Fig. 1: run 1, wires at chosen ports, followed through buffers
Drawn at 12 px/µm.
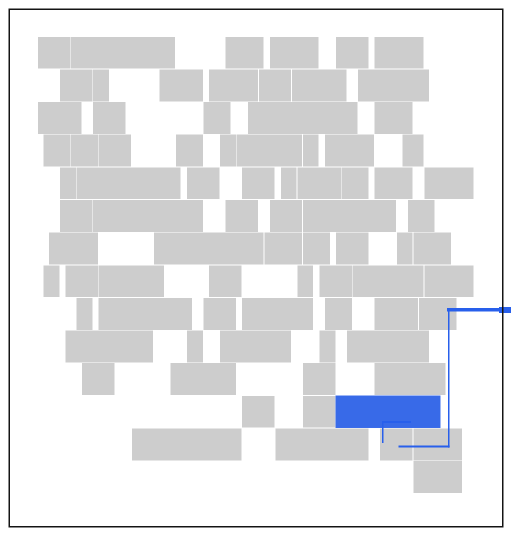
Fig. 2: run 1, the metal 3 layer
Drawn at 6 px/µm.
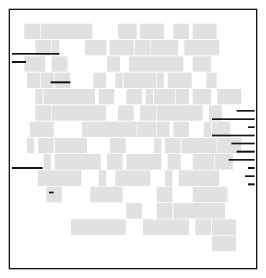
Fig. 3: run 1, routed metal per tile
Drawn at 8 px/µm. The die is cut into 8 by 9 equal tiles; dark blue is low, red is high, scaled to the fullest tile. Values are wire area over tile area, all layers added.
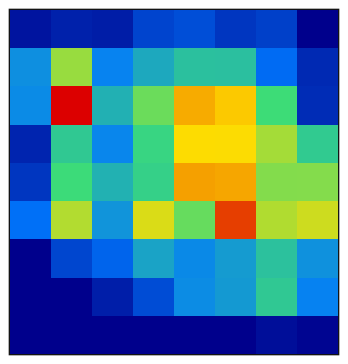
==> config.mk <==
export PLATFORM = sky130hd
export DESIGN_NAME = ctrl_seq_m
export DESIGN_NICKNAME = d
export VERILOG_FILES = /design/src/rtl/ctrl_seq_m.sv
export SDC_FILE = /design/constraint.sdc
export NUM_CORES = 1
export LEC_CHECK = 0
export CAP_MARGIN = 20
export CORE_AREA = 2 2 39 41
export CTS_BUF_LIST = sky130_fd_sc_hd__clkbuf_2 sky130_fd_sc_hd__clkbuf_4 sky130_fd_sc_hd__clkbuf_8
export DETAILED_ROUTE_END_ITERATION = 8
export DIE_AREA = 0 0 41 43
export SYNTH_ARGS = -nofsm -noshare
export SYNTH_HDL_FRONTEND = slang
export SYNTH_SLANG_ARGS = --single-unit
==> constraint.sdc <==
create_clock -name clk -period 1.5 [get_ports clk]
set_clock_uncertainty 0.2 [all_clocks]
set_input_delay 0.3 -clock clk [delete_from_list [all_inputs] [get_ports clk]]
set_output_delay 0.3 -clock clk [all_outputs]
set_load 0.02 [all_outputs]
==> impl_metrics.yaml <==
# implementation run metrics
finish:
  final_area_um2: 881
  final_common_cell: "buf_4"
  largest_reg_flops: 3
placement:
  routabilityCongestion: 0.680
  dpl-instance-area_um2: 753
  placed_cells: 91
die:
  coreArea_um2: 1380
clock_network:
  clk_pin_slew_ps: 40
  cts_root_buf: "clkbuf_4"
  hold_buffers: 0
  cts_buffers: 3
  clkSinkCount: 4
setup_path:
  max_stage_delay_ps: 370
  cp_slowest_cell: "dfxtp_4"
  cp.depth: 6
  arrival_ps: 1480
  reg2reg_depth: 6
timing:
  period_used_pct: 132
  setup_viol: 8
  whs_ps: 357
  final.setup.worst_slack_ps: -476
  timing.fmax_ghz: 0.506
outcome:
  status: "finished with violations"
  violations: "negative setup slack"
synth:
  synth_area_per_cell_um2: 8.40
power:
  seq_power_share_pct: 23.9
  pwr-share-comb_pct: 46.2
grt:
  grt-ovfl-total: 0
-- Fig. 1 (at the start) --
- blue: `mem_wr` (direction output; end cells 1; buffers 1; wire 23.6 µm)
num ports: 17
Port-buffer cells: 16

-- Fig. 2 (at the start) --
- share of all routed wire: 4.2%
- longest straight run: 7.60 µm
- wire length on this layer: 47.9 µm
- main direction: horizontal
Total Wirelength: 1150 µm
met3 Usage GRT: 3.14%
vias post-DR: 457

-- Fig. 3 (at the start) --
- nearly empty tiles: 15%
- mean over tiles: 0.10
- fullest tile: 0.30
- emptiest ninth of the die: south-west
global-route usage over all layers: 15.6%
DR WL/cell: 11.8 µm

## run 1: power groups by stage
stage | logic [mW] | clock network [mW] | registers, mW
2_1_floorplan | 0.104 | 0 | 0.143
3_3_place_gp | 0.220 | 0 | 0.132
3_5_place_dp | 0.221 | 0 | 0.133
4_1_cts | 0.236 | 0.170 | 0.130
5_1_grt | 0.275 | 0.181 | 0.134
6_report | 0.254 | 0.165 | 0.132
## run 1: final cells by class
class	count	area (µm²)	area share, %
Clock buffer	4	30.0	3.41
Inverter	6	25.0	2.84
Multi-Input combinational cell	35	439	49.9
Sequential cell	4	88.8	10.1
Tap cell	16	20.0	2.27
Timing Repair Buffer	32	278	31.5
## run 1: per-layer routing
layer  vias up  global-route usage [%]  share of wire [%]
met1       206                    17.0                 40
met3         2                    3.14                4.1
met2        15                    25.3                 54
met4         0                    10.0                1.6
met5         -                       0                  0
li1        234                       -                  -
## run 1: synth_stat cells, drive strengths merged
library cell	n	area share, %
o21bai	1	1.9
buf	1	2.9
nor4b	1	2.3
o22ai	1	1.6
a21oi	1	1.3
ha	7	23
nand2	3	2.9
nor2	6	5.8
o221a	1	2.9
nor3	4	6.5
nand4	2	3.2
inv	6	5.8
or3	1	1.6
dfxtp	4	21
nor4	1	1.6
a221oi	1	3.9
a41oi	1	4.2
xnor2	1	2.3
mux2i	1	2.6
a31oi	1	1.6
and2	1	1.6
## run 1: repair_timing
action / in CTS / in global routing
pin swaps: 7 / 10
buffers inserted: 2 / 0
setup endpoints to repair: 14 / 12
gates resized: 62 / 16
## run 1: kinds of logic after synthesis
family,share of synthesized area [%]
compound gates,17.5
fa+ha+maj,22.7
simple gates,25.6
xor+xnor,2.27
buf+inv,8.74
mux,2.59
flops,20.7
Power is estimated from default activity; no workload was simulated.
